File: config.mk
export PLATFORM = sky130hd
export DESIGN_NAME = jk_excitation_counter
export DESIGN_NICKNAME = d
export VERILOG_FILES = /design/src/rtl/jk_excitation_counter_pkg.sv /design/src/rtl/jk_ff_bank.sv /design/src/rtl/jk_excitation_counter.sv
export SDC_FILE = /design/constraint.sdc
export NUM_CORES = 1
export LEC_CHECK = 0
export CORE_ASPECT_RATIO = 1.25
export CORE_MARGIN = 4
export CORE_UTILIZATION = 35
export CTS_CLUSTER_SIZE = 24
export DETAILED_ROUTE_END_ITERATION = 10
export PLACE_DENSITY_LB_ADDON = 0.2
export SLEW_MARGIN = 15
export SYNTH_ARGS = -nofsm -noshare
export SYNTH_HDL_FRONTEND = slang
export SYNTH_SLANG_ARGS = --single-unit
File: constraint.sdc
create_clock -name clk -period 2.8 [get_ports clk]
set_clock_uncertainty 0.1 [all_clocks]
set_input_delay 0.56 -clock clk [delete_from_list [all_inputs] [get_ports clk]]
set_output_delay 0.56 -clock clk [all_outputs]
set_load 0.05 [all_outputs]
File: src/rtl/jk_excitation_counter_pkg.sv
// Shared helpers for the JK excitation counter: per-bit excitation, load clamp
// and parameter legality predicates.
package jk_excitation_counter_pkg;

    localparam int unsigned MIN_WIDTH = 2;
    localparam int unsigned MAX_WIDTH = 16;

    // Reverse JK characteristic: returns {J, K} that move q to nxt.
    // Don't-cares resolve to 0, so J and K are never both 1.
    function automatic logic [1:0] excite_bit(logic q, logic nxt);
        return {~q & nxt, q & ~nxt};
    endfunction

    // Out-of-range load values saturate to the last legal count.
    function automatic int unsigned clamp_val(int unsigned val, int unsigned modulus);
        return (val < modulus) ? val : modulus - 1;
    endfunction

    function automatic bit width_ok(int unsigned w);
        return (w >= MIN_WIDTH) && (w <= MAX_WIDTH);
    endfunction

    function automatic bit modulus_ok(int unsigned w, int unsigned m);
        return (m >= 2) && (m <= (32'd1 << w));
    endfunction

endpackage

File: src/rtl/jk_ff_bank.sv
// Bank of JK flip-flops with asynchronous active-low reset to 0.
module jk_ff_bank #(
    parameter int unsigned WIDTH = 4
) (
    input  logic             clk,
    input  logic             rst_n,
    input  logic [WIDTH-1:0] j,
    input  logic [WIDTH-1:0] k,
    output logic [WIDTH-1:0] q
);

    // JK characteristic equation applied bitwise on every rising edge.
    always_ff @(posedge clk or negedge rst_n) begin
        if (!rst_n) begin
            q <= '0;
        end else begin
            q <= (j & ~q) | (~k & q);
        end
    end

endmodule

File: src/rtl/jk_excitation_counter.sv
// Modulo-N up/down counter whose state lives in a JK flip-flop bank. The next
// state is chosen first and then mapped onto J/K through the excitation table.
module jk_excitation_counter
    import jk_excitation_counter_pkg::*;
#(
    parameter int unsigned WIDTH   = 4,
    parameter int unsigned MODULUS = 10,
    parameter int unsigned WRAPW   = 8
) (
    input  logic             clk,
    input  logic             rst_n,
    input  logic             en,
    input  logic             up,
    input  logic             load,
    input  logic [WIDTH-1:0] load_val,
    input  logic             clr_wrap,
    output logic [WIDTH-1:0] q,
    output logic [WIDTH-1:0] j_vec,
    output logic [WIDTH-1:0] k_vec,
    output logic             tc,
    output logic [WRAPW-1:0] wrap_cnt
);

    if (!width_ok(WIDTH)) begin : g_bad_width
        $error("jk_excitation_counter: WIDTH must be in 2..16");
    end
    if (!modulus_ok(WIDTH, MODULUS)) begin : g_bad_modulus
        $error("jk_excitation_counter: MODULUS must be in 2..2**WIDTH");
    end

    localparam logic [WIDTH-1:0] MAX_VAL  = WIDTH'(MODULUS - 1);
    localparam logic [WRAPW-1:0] WRAP_MAX = '1;

    logic [WIDTH-1:0] nxt;
    logic [1:0]       jk_bit;

    // Next-state selection: load, then count up/down, else hold.
    // q >= MAX_VAL on the up path also recovers an out-of-range upset to 0.
    always_comb begin
        nxt = q;
        if (load) begin
            nxt = WIDTH'(clamp_val(32'(load_val), MODULUS));
        end else if (en && up) begin
            nxt = (q >= MAX_VAL) ? '0 : q + WIDTH'(1);
        end else if (en) begin
            nxt = (q == '0) ? MAX_VAL : q - WIDTH'(1);
        end
    end

    // Per-bit excitation from current to next state.
    always_comb begin
        j_vec  = '0;
        k_vec  = '0;
        jk_bit = '0;
        for (int i = 0; i < int'(WIDTH); i++) begin
            jk_bit   = excite_bit(q[i], nxt[i]);
            j_vec[i] = jk_bit[1];
            k_vec[i] = jk_bit[0];
        end
    end

    // Terminal count marks the cycle whose edge wraps the count.
    assign tc = en & ~load & ((up & (q == MAX_VAL)) | (~up & (q == '0)));

    // Saturating wrap counter; clear beats a coincident wrap.
    always_ff @(posedge clk or negedge rst_n) begin
        if (!rst_n) begin
            wrap_cnt <= '0;
        end else if (clr_wrap) begin
            wrap_cnt <= '0;
        end else if (tc && (wrap_cnt != WRAP_MAX)) begin
            wrap_cnt <= wrap_cnt + WRAPW'(1);
        end
    end

    jk_ff_bank #(
        .WIDTH(WIDTH)
    ) u_bank (
        .clk  (clk),
        .rst_n(rst_n),
        .j    (j_vec),
        .k    (k_vec),
        .q    (q)
    );

endmodule

### Cells colored by class, run 1

Scale bar: 20 microns.
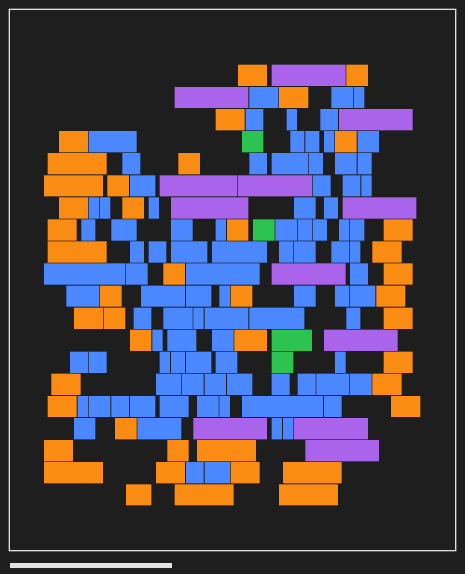
legend:
  flops:
    color: purple
    cells: 12
    share_of_their_area: 20%
  clock drivers and dummy loads:
    color: green
    cells: 4
    share_of_their_area: 2.4%
  combinational and other logic:
    color: blue
    cells: 93
    share_of_their_area: 47%
  other buffers and delay cells:
    color: orange
    cells: 43
    share_of_their_area: 31%
Seq/total area: 19.2%
Layout Cell Area excl Fill: 0.00158 sq mm

### Signal wires by layer, run 1

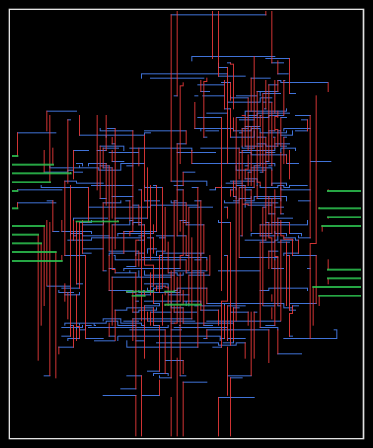
legend:
  metal 1:
    color: blue
    wire_length: 1100 microns
  metal 3:
    color: green
    wire_length: 116 microns
  metal 2:
    color: red
    wire_length: 1550 microns
via count: 1029
WL final: 2760 microns
drt wl/cell: 14.9 microns

### Supply network, run 1

Scale bar: 20 microns. Pins as bars on the die edge.
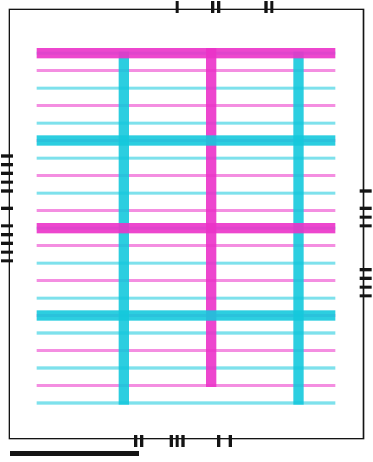
legend:
  VDD:
    color: magenta
  VSS:
    color: cyan
rows: 20
met5 straps: 4
met1 rails: 21
peak supply drop: 0.245 mV
Die Wd: 54.8 microns

==> out/results.ini, run 1 <==
[cells_and_area]
nets=167
n_antenna_cell=0
post-route-util_pct=62.5
comb_share_pct=44.2
final_cell_mix=clkdlybuf4s50_1 (20), buf_4 (13), dfrtp_1 (10), nor2_1 (8), buf_12 (8)
n_all_inverters=6
clockBufferCount=4
stdcell_count=185
fill_cells=219
clk_share_pct=2.30
largest_reg_flops=8
synthToLayoutAreaGrowth_pct=64.5
top_register=wrap_cnt
dominant-cell-class=logic gates
mi_logic_area_sq_um=698
buffer_area_share_pct=30.3
flop-count=12
final-seq-area_sq_um=303
buffers_excl_clock=43
top_regs=wrap_cnt x8, u_bank.q x4
mostFrequentLayoutCell=clkdlybuf4s50_1
multiInputCombCellCount=87
drive_gt1_share_pct=31.6

[power]
maxPowerGroup=combinational logic
internal_power_w=0.000418
seq_power_share_pct=29.0
combPwrFrac_pct=50.7
comb_power_w=0.000346
p_seq_w=0.000198
finalPower_w=0.000683
p_clk_w=0.000139
swShare_pct=38.8
power.density_mw_per_mm2=433
p_sw_w=0.000265
clkPwrFrac_pct=20.3
cellLeakagePower_nw=0.616

[sta]
hold_viol_final=0
setup_viol=0
tns_ns=0
tightest_slew_ns=0.591
rsz0062_at_grt=yes
relSlewSlack_pct=60.4
slew_violations=0
hold_slack_ns=0.476
finalClockPeriodUsage_pct=98.2
setup_slack_ns=0.0500
fin_crit_ns=2.75
fmax_ghz=0.364

[logic_synthesis]
aoi_share_pct=21.9
yosys.area_share.xor_xnor_pct=1.83
ys_types=41
syn-num-nets=125
synth-seq-cells=12
yosysTopAreaCell=dfrtp_1
yosysWarnings=0
postSynthCellCount=111
fa_ha_area_share_pct=5.22
synthArstFlopShare_pct=100
edf_count=0
ys_seq_share_pct=31.3
area_leaders=dfrtp_1 (31%), ha_1 (5.2%), a21oi_1 (4.2%)
post-synth-top-count-cell=dfrtp_1
logic_family=simple AND/OR/NAND/NOR gates
syn_area_per_cell_sq_um=8.65
ys_top_cells_by_count=dfrtp_1 (12), nor2_1 (9), a21oi_1 (8)
ys_cells=111
synthFlopType=dfrtp_1
mux_share_pct=2.22
yosys_area_sq_um=960
top_cell_area_share_pct=31.3
ys_sh_simple_pct=32.2

[floorplan]
core_sq_mm=0.00253
num_io_pins=31
die_area_sq_mm=0.00365
fp-row-count=20
nWellTaps=33

[detailed_routing]
met3_length_microns=115
top_layer_used=met3
ant_nets=0
viasPerCell=5.56
route.met2.wl_microns=1550
wl_met1_microns=1100
drc=0
dr.pass1.iters=4

[clock_network]
cts_setup_buffers=1
htree_levels=1
clkTransAtPathRegs_ns=0.07
cts_tree=yes
cts_root_buf=clkbuf_4
post_cts_resized=6
worstSkewPairLatency_ns=0.27
cts-hold-fix-buffers=0
clock-sinks=12

[grt]
grt_pass1_wl_microns=4580
grt.met3_usage_pct=1.12
first_global_vias=1052
use_met2_pct=31.2
use_met1_pct=19.0
track_usage_pct=16.9
top_usage_layer=met2
antenna_found_initial=0

[setup_path]
reg2reg_from=u_bank.q[0]$_DFF_PN0_
crit_start=up
crit_top_cell=o211ai_1
path_max_fanout=7
crit_path_end=j_vec[2]
max_stage_delay_ns=0.48
arrival_ns=2.09
path_class=input port to primary output
r2r-end=wrap_cnt[7]$_DFFE_PN0P_
worst-path-buf-inv=3
startpoint_type=input port
critPathTopFamily=buffers and inverters
critPathRequiredTime_ns=2.14
critical_path.cell_chain=clkdlybuf4s50_1 -> buf_4 -> and3b_1 -> o211ai_1 -> o211ai_1 -> and2_1 -> buf_12
reg2regPathDepth=8
r2r_slack_ns=0.64
cp.depth=7
critPathCaptureType=primary output

[placement]
gp_congestion=0.819
port_buffers=30
place_hpwl_microns=2120
place_area_sq_mm=0.00148
place_ws_ns=-0.0805
dpl.cell_count=180

[job]
warnings=29
maxCapViolations=0

[worst_hold_path]
holdCritStartpoint=wrap_cnt[6]$_DFFE_PN0P_
hp-class=register to register

[run_status]
status=complete, no violations

==> inputs of run 2 (changes only) <==
CORE_UTILIZATION = 45   (was 35)
### Cells colored by class, run 2

Scale bar: 10 microns.
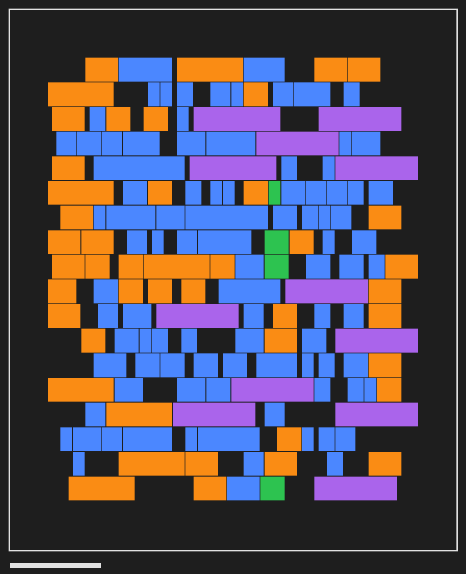
legend:
  flops:
    color: purple
    cells: 12
    share_of_their_area: 20%
  combinational and other logic:
    color: blue
    cells: 93
    share_of_their_area: 46%
  other buffers and delay cells:
    color: orange
    cells: 45
    share_of_their_area: 32%
  clock drivers and dummy loads:
    color: green
    cells: 4
    share_of_their_area: 1.7%
Util after Layout: 77.0%
core box area: 0.00200 sq mm
std cell rows: 18
Seq/total area: 19.6%
Layout Cell Area excl Fill: 0.00154 sq mm

==> run 2 against run 1 <==
Net effect: design area decreased by 2.3%; combinational power is essentially flat; worst hold slack gained 0.0050 ns; maximum frequency fell by 0.23%; critical endpoint is now j_vec[0]; largest cell class unchanged.
==> out/results.ini, run 2 <==
[run_status]
status=complete, no violations

[logic_synthesis]
edf_count=0  ; unchanged
ys_seq_share_pct=31.3  ; unchanged
ys_sh_simple_pct=32.2  ; unchanged
synthArstFlopShare_pct=100  ; unchanged
fa_ha_area_share_pct=5.22  ; unchanged
synthFlopType=dfrtp_1
ys_top_cells_by_count=dfrtp_1 (12), nor2_1 (9), a21oi_1 (8)
post-synth-top-count-cell=dfrtp_1
yosys.area_share.xor_xnor_pct=1.83  ; unchanged
syn-num-nets=125  ; unchanged
aoi_share_pct=21.9  ; unchanged
syn_area_per_cell_sq_um=8.65  ; unchanged
synth-seq-cells=12  ; unchanged
ys_types=41  ; unchanged
mux_share_pct=2.22  ; unchanged

[grt]
grt_pass1_wl_microns=4650  ; +1.5%
track_usage_pct=20.3  ; +3.5 points
use_met2_pct=39.7  ; +8.4 points
grt.met3_usage_pct=2.52  ; +1.4 points

[worst_hold_path]
holdCritStartpoint=wrap_cnt[6]$_DFFE_PN0P_

[sta]
slew_violations=0  ; unchanged
relSlewSlack_pct=61.1  ; +0.71 points
fin_crit_ns=2.76  ; +0.00631 ns
tns_ns=0  ; unchanged
hold_viol_final=0  ; unchanged
finalClockPeriodUsage_pct=98.4  ; +0.23 points
fmax_ghz=0.363  ; -0.23%
setup_viol=0  ; unchanged

[cells_and_area]
top_register=wrap_cnt
drive_gt1_share_pct=29.9  ; -1.7 points
n_all_inverters=6  ; unchanged
mi_logic_area_sq_um=677  ; -3.0%
fill_cells=141  ; -36%
multiInputCombCellCount=87  ; unchanged
dominant-cell-class=logic gates
final-seq-area_sq_um=303  ; unchanged
clk_share_pct=1.70  ; -0.59 points
largest_reg_flops=8  ; unchanged
comb_share_pct=43.9  ; -0.34 points
top_regs=wrap_cnt x8, u_bank.q x4
final_cell_mix=clkdlybuf4s50_1 (20), buf_4 (16), dfrtp_1 (10), nor2_1 (8), buf_12 (8)
mostFrequentLayoutCell=clkdlybuf4s50_1

[clock_network]
cts_setup_buffers=2  ; +1
post_cts_resized=5  ; -1
cts_root_buf=clkbuf_4
clock-sinks=12  ; unchanged
clkTransAtPathRegs_ns=0.08  ; about the same
cts-hold-fix-buffers=0  ; unchanged

[setup_path]
crit_path_end=j_vec[0]
r2r_slack_ns=0.60  ; -0.04 ns
arrival_ns=2.10  ; about the same
reg2reg_from=u_bank.q[0]$_DFF_PN0_
critPathTopFamily=simple AND/OR/NAND/NOR gates
worst-path-buf-inv=2  ; -1
critPathCaptureType=primary output

[power]
p_sw_w=0.000262  ; -0.93%
combPwrFrac_pct=52.4  ; +1.7 points
p_clk_w=0.000116  ; -17%
comb_power_w=0.000344  ; about the same
seq_power_share_pct=30.0  ; +1.0 points
swShare_pct=40.0  ; +1.2 points
finalPower_w=0.000657  ; -3.9%

[detailed_routing]
wl_per_cell_microns=15.5  ; +3.7%
met3_length_microns=131  ; +14%
route.met2.wl_microns=1480  ; -4.3%
top_layer_used=met4
ant_nets=0  ; unchanged
routed-via-count=1051  ; +2.1%

[placement]
place_ws_ns=-0.103  ; -0.0221 ns
gp_congestion=0.886  ; +8.2%
dpl.cell_count=168  ; -6.7%
port_buffers=30  ; unchanged

[job]
maxCapViolations=0  ; unchanged

[floorplan]
nWellTaps=20  ; -39%

### Supply network, run 2

Scale bar: 10 microns. Pins as bars on the die edge.
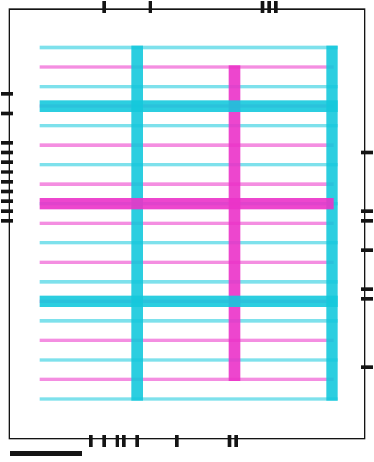
peak supply drop: 0.318 mV
Die Wd: 49.3 microns

==> inputs of run 3 (changes only) <==
--- a/config.mk
+++ b/config.mk
@@ -11,5 +11,5 @@
 export CTS_CLUSTER_SIZE = 24
 export DETAILED_ROUTE_END_ITERATION = 10
-export PLACE_DENSITY_LB_ADDON = 0.2
+export PLACE_DENSITY_LB_ADDON = 0.15
 export SLEW_MARGIN = 15
 export SYNTH_ARGS = -nofsm -noshare
==> constraint.sdc (replaced) <==
create_clock -name clk -period 2.8 [get_ports clk]
set_clock_uncertainty 0.1 [all_clocks]
set_input_delay 0.28 -clock clk [delete_from_list [all_inputs] [get_ports clk]]
set_output_delay 0.28 -clock clk [all_outputs]
set_load 0.05 [all_outputs]
### Supply network, run 3

Scale bar: 10 microns. Pins as bars on the die edge.
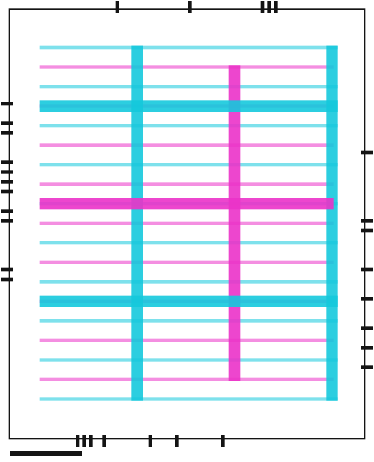
legend:
  VDD:
    color: magenta
  VSS:
    color: cyan
rows: 18
met1 rails: 19
met4 straps: 3
signal pins: 31
DIE HEIGHT: 59.6 microns
peak supply drop: 0.338 mV

==> run 3 against run 2 <==
Net effect: clock power is about 20% higher; design area shrank 6.9%; maximum frequency rose by 3.4%; total power is 1.9% lower; routed wire length down 8.4%; worst setup slack improved by 0.091 ns; critical endpoint unchanged.
==> out/results.ini, run 3 <==
[run_status]
status=complete, no violations

[cells_and_area]
clk_share_pct=2.53  ; +0.82 points
n_all_inverters=6  ; unchanged
final_cell_mix=clkdlybuf4s50_1 (21), dfrtp_1 (10), nor2_1 (8)
top_register=wrap_cnt
drive_gt1_share_pct=22.9  ; -7.0 points
largest_reg_flops=8  ; unchanged
multiInputCombCellCount=87  ; unchanged
final-seq-area_sq_um=303  ; unchanged
comb_share_pct=45.0  ; +1.2 points
post-route-util_pct=71.7  ; -5.3 points
seq-cell-share_pct=21.1  ; +1.5 points
mostFrequentLayoutCell=clkdlybuf4s50_1
mi_logic_area_sq_um=647  ; -4.4%
fill_cells=159  ; +13%
fin_area_sq_mm=0.00144  ; -6.9%

[logic_synthesis]
aoi_share_pct=21.9  ; unchanged
synthArstFlopShare_pct=100  ; unchanged
ys_types=41  ; unchanged
mux_share_pct=2.22  ; unchanged
ys_sh_simple_pct=32.2  ; unchanged
ys_seq_share_pct=31.3  ; unchanged
ys_top_cells_by_count=dfrtp_1 (12), nor2_1 (9), a21oi_1 (8)
synthFlopType=dfrtp_1
syn-num-nets=125  ; unchanged
edf_count=0  ; unchanged
syn_area_per_cell_sq_um=8.65  ; unchanged
fa_ha_area_share_pct=5.22  ; unchanged
ys_cells=111

[power]
p_clk_w=0.000139  ; +20%
p_sw_w=0.000250  ; -4.7%
comb_power_w=0.000308  ; -10%
swShare_pct=38.8  ; -1.1 points
finalPower_w=0.000644  ; -1.9%
seq_power_share_pct=30.7  ; +0.7 points

[detailed_routing]
top_layer_used=met4
route.met2.wl_microns=1310  ; -11%
ant_nets=0  ; unchanged

[setup_path]
crit_path_end=j_vec[0]
critPathTopFamily=simple AND/OR/NAND/NOR gates
critPathCaptureType=primary output
arrival_ns=2.28  ; +0.18 ns
critical_path.cell_chain=inv_1 -> ha_2 -> nor3b_2 -> nor3_1 -> buf_4 -> or3b_2 -> a21oi_2 -> buf_12
reg2reg_from=u_bank.q[0]$_DFF_PN0_
r2r_slack_ns=0.59  ; about the same
worst-path-buf-inv=3  ; +1

[clock_network]
cts_setup_buffers=0  ; -2
clock-sinks=12  ; unchanged
cts_tree=yes
cts-hold-fix-buffers=0  ; unchanged
post_cts_resized=4  ; -1
cts_root_buf=clkbuf_4

[job]
maxCapViolations=0  ; unchanged

[grt]
grt_pass1_wl_microns=4040  ; -13%
grt.met3_usage_pct=2.52  ; unchanged
gr-total-overflow=0
track_usage_pct=17.9  ; -2.5 points
use_met2_pct=35.8  ; -3.8 points

[floorplan]
num_io_pins=31
core_sq_mm=0.00200  ; unchanged
dieWidth_microns=49.3  ; unchanged
fp-row-count=18  ; unchanged

[sta]
setup_slack_ns=0.135
finalClockPeriodUsage_pct=95.2  ; -3.3 points
relSlewSlack_pct=58.4  ; -2.7 points
setup_viol=0  ; unchanged
fmax_ghz=0.375  ; +3.4%
slew_violations=0  ; unchanged
hold_viol_final=0  ; unchanged
fin_crit_ns=2.66  ; -0.0914 ns
tns_ns=0  ; unchanged

[placement]
place_ws_ns=0.209  ; +0.311 ns
port_buffers=30  ; unchanged
gp_congestion=0.807  ; -8.9%

### Signal wires by layer, run 3

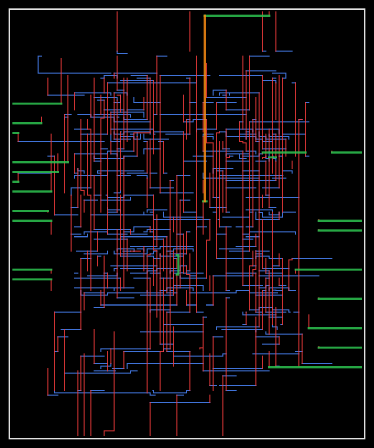
legend:
  metal 4:
    color: orange
    wire_length: 25.8 microns
  metal 1:
    color: blue
    wire_length: 1000 microns
  metal 2:
    color: red
    wire_length: 1310 microns
  metal 3:
    color: green
    wire_length: 128 microns
drt wl/cell: 15.0 microns
via count: 978

No activity file was given, so power comes from the tool's default toggle rates.
